Run 1, cell density map:
8 x 10 tiles, from white (low) to dark blue (high), 0 to 100% covered.
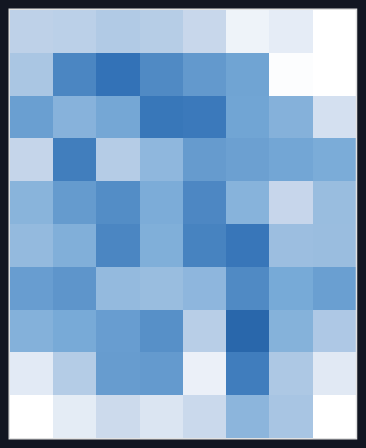
Run 1, gate-type map:
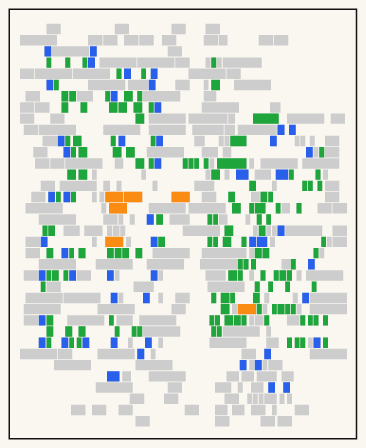
Run 1, signal wires by layer:
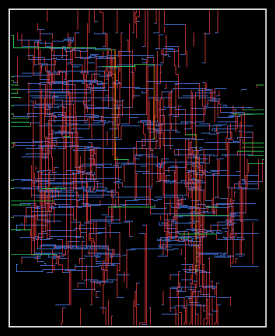
`src/rtl/imem_boot_loader.sv`:
```
// Boot loader for the 256-byte instruction memory: packs a byte stream into words, then hands the address port to the core.
// Optional checksum byte after the program when IMEM_LOADER_CHECKSUM_EN is defined.
module imem_boot_loader #(
    parameter int unsigned ADDR_W    = 8,
    parameter int unsigned NUM_WORDS = 64,
    parameter int unsigned LEN_W     = 7
) (
    input  logic              i_clk,
    input  logic              i_reset,
    input  logic              i_start,
    input  logic [LEN_W-1:0]  i_load_len,
    input  logic [7:0]        i_rx_data,
    input  logic              i_rx_valid,
    output logic              o_rx_ready,
    input  logic [ADDR_W-1:0] i_cpu_pc,
    output logic [ADDR_W-1:0] o_imem_addr,
    output logic              o_imem_we,
    output logic [31:0]       o_imem_wdata,
    output logic              o_cpu_hold,
    output logic              o_done,
    output logic              o_err
);

    localparam int unsigned WCNT_W = ADDR_W - 2;

    typedef enum logic [2:0] {
        ST_IDLE,
        ST_RECV,
        ST_WRITE,
        ST_RUN,
        ST_ERR
`ifdef IMEM_LOADER_CHECKSUM_EN
        , ST_CHECK
`endif
    } state_t;

    state_t             r_state;
    state_t             w_state_nxt;
    logic [LEN_W-1:0]   r_len;
    logic [WCNT_W-1:0]  r_word_cnt;
    logic [1:0]         r_byte_cnt;
    logic [31:0]        r_word;
`ifdef IMEM_LOADER_CHECKSUM_EN
    logic [7:0]         r_xor;
`endif
    logic               r_rx_ready;
    logic               r_imem_we;
    logic               r_cpu_hold;
    logic               r_done;
    logic               r_err;

    logic               w_start_ok;
    logic               w_rx_fire;
    logic               w_last_word;
    logic               w_load;

    assign w_start_ok  = (i_load_len != '0) && (i_load_len <= LEN_W'(NUM_WORDS));
    assign w_rx_fire   = i_rx_valid && r_rx_ready;
    assign w_last_word = (LEN_W'(r_word_cnt) + LEN_W'(1)) == r_len;

    // State register
    always_ff @(posedge i_clk or posedge i_reset) begin
        if (i_reset) begin
            r_state <= ST_IDLE;
        end else begin
            r_state <= w_state_nxt;
        end
    end

    // Next-state decode
    always_comb begin
        w_state_nxt = r_state;
        w_load      = 1'b0;
        case (r_state)
            ST_IDLE, ST_RUN, ST_ERR: begin
                if (i_start) begin
                    if (w_start_ok) begin
                        w_state_nxt = ST_RECV;
                        w_load      = 1'b1;
                    end else begin
                        w_state_nxt = ST_ERR;
                    end
                end
            end
            ST_RECV: begin
                if (w_rx_fire && (r_byte_cnt == 2'd3)) begin
                    w_state_nxt = ST_WRITE;
                end
            end
            ST_WRITE: begin
                if (w_last_word) begin
`ifdef IMEM_LOADER_CHECKSUM_EN
                    w_state_nxt = ST_CHECK;
`else
                    w_state_nxt = ST_RUN;
`endif
                end else begin
                    w_state_nxt = ST_RECV;
                end
            end
`ifdef IMEM_LOADER_CHECKSUM_EN
            ST_CHECK: begin
                if (w_rx_fire) begin
                    w_state_nxt = (i_rx_data == r_xor) ? ST_RUN : ST_ERR;
                end
            end
`endif
            default: w_state_nxt = ST_IDLE;
        endcase
    end

    // Datapath counters, word assembly and state-decoded registered outputs
    always_ff @(posedge i_clk or posedge i_reset) begin
        if (i_reset) begin
            r_len      <= '0;
            r_word_cnt <= '0;
            r_byte_cnt <= '0;
            r_word     <= '0;
`ifdef IMEM_LOADER_CHECKSUM_EN
            r_xor      <= '0;
`endif
            r_rx_ready <= 1'b0;
            r_imem_we  <= 1'b0;
            r_cpu_hold <= 1'b1;
            r_done     <= 1'b0;
            r_err      <= 1'b0;
        end else begin
            if (w_load) begin
                r_len      <= i_load_len;
                r_word_cnt <= '0;
                r_byte_cnt <= '0;
`ifdef IMEM_LOADER_CHECKSUM_EN
                r_xor      <= '0;
`endif
            end else if ((r_state == ST_RECV) && w_rx_fire) begin
                r_word[{r_byte_cnt, 3'b000} +: 8] <= i_rx_data;
                r_byte_cnt <= r_byte_cnt + 2'd1;
`ifdef IMEM_LOADER_CHECKSUM_EN
                r_xor      <= r_xor ^ i_rx_data;
`endif
            end else if (r_state == ST_WRITE) begin
                r_byte_cnt <= '0;
                // Cleared after the last word so the loader address never wraps
                r_word_cnt <= w_last_word ? '0 : r_word_cnt + WCNT_W'(1);
            end

`ifdef IMEM_LOADER_CHECKSUM_EN
            r_rx_ready <= (w_state_nxt == ST_RECV) || (w_state_nxt == ST_CHECK);
`else
            r_rx_ready <= (w_state_nxt == ST_RECV);
`endif
            r_imem_we  <= (w_state_nxt == ST_WRITE);
            r_cpu_hold <= (w_state_nxt != ST_RUN);
            r_done     <= (w_state_nxt == ST_RUN);
            r_err      <= (w_state_nxt == ST_ERR);
        end
    end

    // Core PC owns the memory port only while running, with zero latency
    assign o_imem_addr  = (r_state == ST_RUN) ? i_cpu_pc : {r_word_cnt, 2'b00};
    assign o_rx_ready   = r_rx_ready;
    assign o_imem_we    = r_imem_we;
    assign o_imem_wdata = r_word;
    assign o_cpu_hold   = r_cpu_hold;
    assign o_done       = r_done;
    assign o_err        = r_err;

endmodule

```
`config.mk`:
```
export PLATFORM = sky130hd
export DESIGN_NAME = imem_boot_loader
export DESIGN_NICKNAME = d
export VERILOG_FILES = /design/src/rtl/imem_boot_loader.sv
export SDC_FILE = /design/constraint.sdc
export NUM_CORES = 1
export LEC_CHECK = 0
export ABC_AREA = 1
export ABC_CLOCK_PERIOD_IN_PS = 2200
export CORE_ASPECT_RATIO = 1.25
export CORE_MARGIN = 2
export CORE_UTILIZATION = 35
export CTS_BUF_LIST = sky130_fd_sc_hd__clkbuf_2 sky130_fd_sc_hd__clkbuf_4 sky130_fd_sc_hd__clkbuf_8
export CTS_CLUSTER_DIAMETER = 150
export DETAILED_ROUTE_END_ITERATION = 16
export GPL_TIMING_DRIVEN = 0
export PLACE_DENSITY_LB_ADDON = 0.1
export SLEW_MARGIN = 20
export SYNTH_ARGS = -nofsm -noshare
export SYNTH_HDL_FRONTEND = slang
export SYNTH_SLANG_ARGS = --single-unit
```
`constraint.sdc`:
```
create_clock -name i_clk -period 2.2 [get_ports i_clk]
set_input_delay 0.44 -clock i_clk [delete_from_list [all_inputs] [get_ports i_clk]]
set_output_delay 0.44 -clock i_clk [all_outputs]
set_load 0.01 [all_outputs]
```
==> impl_metrics.toml, run 1 <==
# generated from flow reports
[power]
p_comb_share_pct = 42.5
pwr-share-seq_pct = 39.4
switching_share_pct = 40.2
intPower_w = 0.00221
comb_power_w = 0.00157
irDropWorstVdd_uv = 576
p_per_area_nw_per_um2 = 980
leakagePower_nw = 1.83

[worst_setup_path]
cp-start-kind = "register"
cp_cell_sequence = "nor2_2 > nand2_4 > clkbuf_8 > a21oi_1 > dlygate4sd2_1"
arrival_ns = 1.57
worstReg2RegStart = "r_byte_cnt[0]"
path_class = "reg -> out"
crit_cells = 5
r2r_cells = 6
r2r_setup_slack_ns = 0.30
cp-end-kind = "output pin"
crit_path_max_incr_delay_ns = 0.42

[logic_synthesis]
ys_sh_mux_pct = 0.403
largest_area_cell = "dfrtp_1"
synth-simple-area-share_pct = 31.0
yosysChipArea_sq_um = 2790
ys_warn_count = 0
ys_seq_share_pct = 49.3
avgSynthCellArea_sq_um = 8.32
ys_async_sr_fraction_pct = 100
ff_type = "dfrtp_1"
synth.area.top_cells = "dfrtp_1 (48%), nand2_1 (11%), o21ai_0 (5.4%)"
yosysCellCount = 336

[global_routing]
antenna_found_initial = 0
grt_pass1_wl_mm = 12.2

[placed_design]
numPortBuffers = 71
place.gp.congestion = 0.828
post_dp_cell_area_sq_um = 3630

[floorplan]
num_tap_cells = 95
io_pins = 72

[outcome]
outcome = "finished, final reports clean"

[timing]
final.setup.tns_ns = 0
fin_crit_ns = 2.01
max-slew-margin-rel_pct = 54.5
rsz0062_at_grt = "false"
max_freq_mhz = 497
fin_crit_sh_pct = 91.4
worst_slack_ns = 0.190
fin_hold_ws_ns = 0.516
hold_viol = 0

[final_layout]
syn_to_final_growth_pct = 34.8
buffers = 82
seq_area_sq_um = 1380
largest_cell_class = "registers"
comb_cells = 238
layout-drive-gt1-share_pct = 11.1
largest_register_ffs = 32
nNetsFinal = 449
nClkBuffers = 5

[clocking]
cts_max_level = 2
post_cts_resized = 14
cts_tree = "built"
clock-root-buffer = "clkbuf_8"
postCtsHoldBufs = 0

[min_path]
hold_start = "r_len[1]"

[flow_run]
cap_violations = 0

[route]
vias_per_cell = 4.86
first_iter_violations = 80
drt_first_pass_iters = 4
drc = 0
About 'cell density map':
6.2% of the tiles are nearly empty. The mean over all tiles is 42%. 1.3% of the tiles are over 75% full. The emptiest ninth of the die: upper right. The fullest tile reaches 78%.

About 'gate-type map':
adder and majority cells: in orange, cells 6, most used ha_1. NAND gates: in green, cells 137, most used nand2_1. inverting AOI/OAI gates: in blue, cells 51, most used o21ai_0, where all over the die.
fin cells: 511
logic share of the area: 33.1%
Commonest Layout Cell: nand2_1

About 'signal wires by layer':
met4: in orange, wire length 105 um. met2: in red, wire length 3800 um. met3: in green, wire length 251 um. met1: in blue, wire length 3030 um.
final WL: 7.19 mm
DR vias: 2484
GRT Overall Usage: 17.2%

run 1: layer usage:
layer  track usage, %  vias to the layer above  share of wire [%]
met5                0                        -                  0
met4             5.53                        0                1.5
met3             2.62                        6                3.5
met2             31.0                       51                 53
met1             21.0                     1159                 42
li1                 -                     1268                  -
run 1: synthesized netlist by cell type, types with 2 or more instances:
| library cell | count |
|---|---|
| inv_2 | 4 |
| nor3_1 | 3 |
| ha_1 | 6 |
| nand2_2 | 4 |
| nor2_1 | 26 |
| buf_6 | 2 |
| dfrtp_1 | 54 |
| nand2_1 | 84 |
| nand4_1 | 18 |
| nand3_1 | 28 |
| o21ai_1 | 3 |
| o21ai_2 | 2 |
| nor2_4 | 3 |
| inv_1 | 28 |
| a21oi_1 | 14 |
| o21ai_0 | 30 |
| nor2_2 | 6 |
| clkbuf_1 | 6 |
==> run 1 -> run 2 <==
ABC_CLOCK_PERIOD_IN_PS = not set   (was 2200)
CORE_ASPECT_RATIO = not set   (was 1.25)
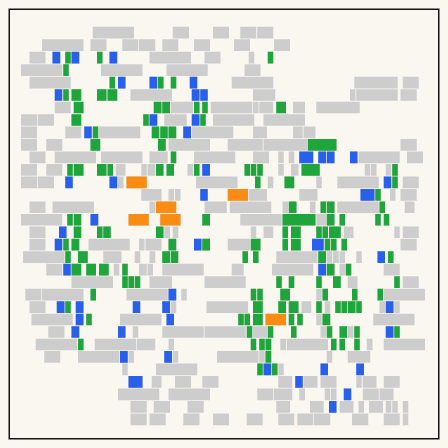
Run 2: gate-type map
adder and majority cells: in orange, cells 6, most used ha_1. inverting AOI/OAI gates: in blue, cells 51, most used o21ai_0, where all over the die. NAND gates: in green, cells 137, most used nand2_1.
fin cells: 519
logic share of the area: 33.1%

==> run 2 against run 1 <==
  * Synthesized cell count stayed put
  * Cell area hardly changed
  * Clock power is 11% lower
  * Flip-flop count stayed put
  * Count of clock-buffer cells in the layout is 1 higher
  * Largest cell class unchanged
  * Clock skew is 0.0034 ns higher
  * Critical endpoint is now o_imem_addr[4]
  * Register-to-register slack better by 0.02 ns
  * Largest power group unchanged
==> impl_metrics.toml, run 2 <==
# generated from flow reports
[worst_setup_path]
worst_ep_required_time_ns = 1.76
cp_cell_sequence = "nor2_2 > nand2_4 > clkbuf_8 > a21oi_1 > dlygate4sd2_1"
cp-end-kind = "output pin"
path_class = "reg -> out"
crit_path_max_incr_delay_ns = 0.42
cp-start-kind = "register"
r2r_setup_slack_ns = 0.32
arrival_ns = 1.58

[power]
seq_power_w = 0.00146
switching_share_pct = 41.0
intPower_w = 0.00213
p_comb_share_pct = 43.1
irDropWorstVdd_uv = 345
pwr-share-seq_pct = 40.4
p_per_area_nw_per_um2 = 958
comb_power_w = 0.00155
leakagePower_nw = 1.83

[final_layout]
lay_top_count = "nand2_1"
largest_register_ffs = 32
nNetsFinal = 449
layout-drive-gt1-share_pct = 11.3
fin_area_sq_um = 3770
syn_to_final_growth_pct = 34.8

[route]
met3_length_um = 303
highest_layer = "met4"
wl_met2_mm = 3.41
vias = 2529
drc = 0
first_iter_violations = 82
drt_first_pass_iters = 4
totalWireLength_mm = 7.07
met1_length_mm = 3.25
vias_per_cell = 4.87

[floorplan]
io_pins = 72

[placed_design]
place.gp.congestion = 0.873
numPortBuffers = 71

[global_routing]
grt_pass1_wl_mm = 12.2
grtUsageMet3_pct = 2.82
grt.busiest_layer = "met2"
met1_usage_pct = 23.8
antenna_found_initial = 0
grt_usage_pct = 17.5
met2_usage_pct = 28.7

[min_path]
min_path_type = "reg -> reg"

[timing]
worst_pin_slew_ns = 0.693
worst_slack_ns = 0.185
max_freq_mhz = 496
rsz0062_at_grt = "false"
max-slew-margin-rel_pct = 53.8
fin_hold_ws_ns = 0.509
final.setup.tns_ns = 0
fin_crit_ns = 2.02
hold_viol = 0
fin_crit_sh_pct = 91.6

[logic_synthesis]
syn-instance-count = 336
ys_warn_count = 0
largest_area_cell = "dfrtp_1"
ys_async_sr_fraction_pct = 100
netlist_top_cells_count = "nand2_1 (84), dfrtp_1 (54), o21ai_0 (30)"
synthAoiAreaFrac_pct = 9.63
synth-simple-area-share_pct = 31.0
ys_sh_mux_pct = 0.403
ys_seq_share_pct = 49.3
yosysCellCount = 336
avgSynthCellArea_sq_um = 8.32
ff_type = "dfrtp_1"
synth.area.top_cells = "dfrtp_1 (48%), nand2_1 (11%), o21ai_0 (5.4%)"
yosysChipArea_sq_um = 2790

[clocking]
cts_max_level = 2
post_cts_resized = 14
clock-root-buffer = "clkbuf_8"

[flow_run]
cap_violations = 0

[outcome]
outcome = "finished, final reports clean"
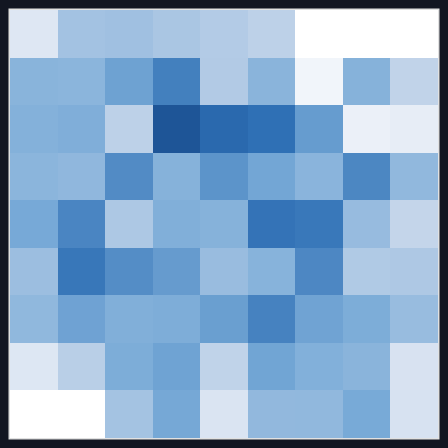
Run 2: cell density map
9 x 9 tiles, from white (low) to dark blue (high), 0 to 100% covered.
The mean over all tiles is 42%. The emptiest ninth of the die: upper right. The fullest tile reaches 85%. 6.2% of the tiles are nearly empty. 2.5% of the tiles are over 75% full.
Finished Core Util: 48.7%
fp util: 36.2%
Core ar.: 7730 sq um

==> run 2: final cells by class <==
cell class / instances / area [sq um] / area share (%)
plain buffers: 9 / 60.1 / 1.59
clock buffers: 6 / 82.6 / 2.19
clock inverters: 2 / 16.3 / 0.432
inverters: 34 / 138 / 3.65
multi-input cells: 238 / 1250 / 33.1
flip-flops and latches: 55 / 1380 / 36.6
well taps: 102 / 128 / 3.39
repair buffers: 73 / 716 / 19.0
==> run 2: path summary, 6_finish.rpt <==
check / startpoint / to / cells after the start
min: r_len[1] / r_len[1] / 2
max reg2reg: r_byte_cnt[0] / o_imem_wdata[16] / 6
min in group asynchronous: i_reset / o_imem_wdata[3] / 2
min reg2reg: r_len[1] / r_len[1] / 2
max: r_state[2] / o_imem_addr[4] / 5
max in group asynchronous: i_reset / r_state[1] / 2
Power is estimated from default activity; no workload was simulated.
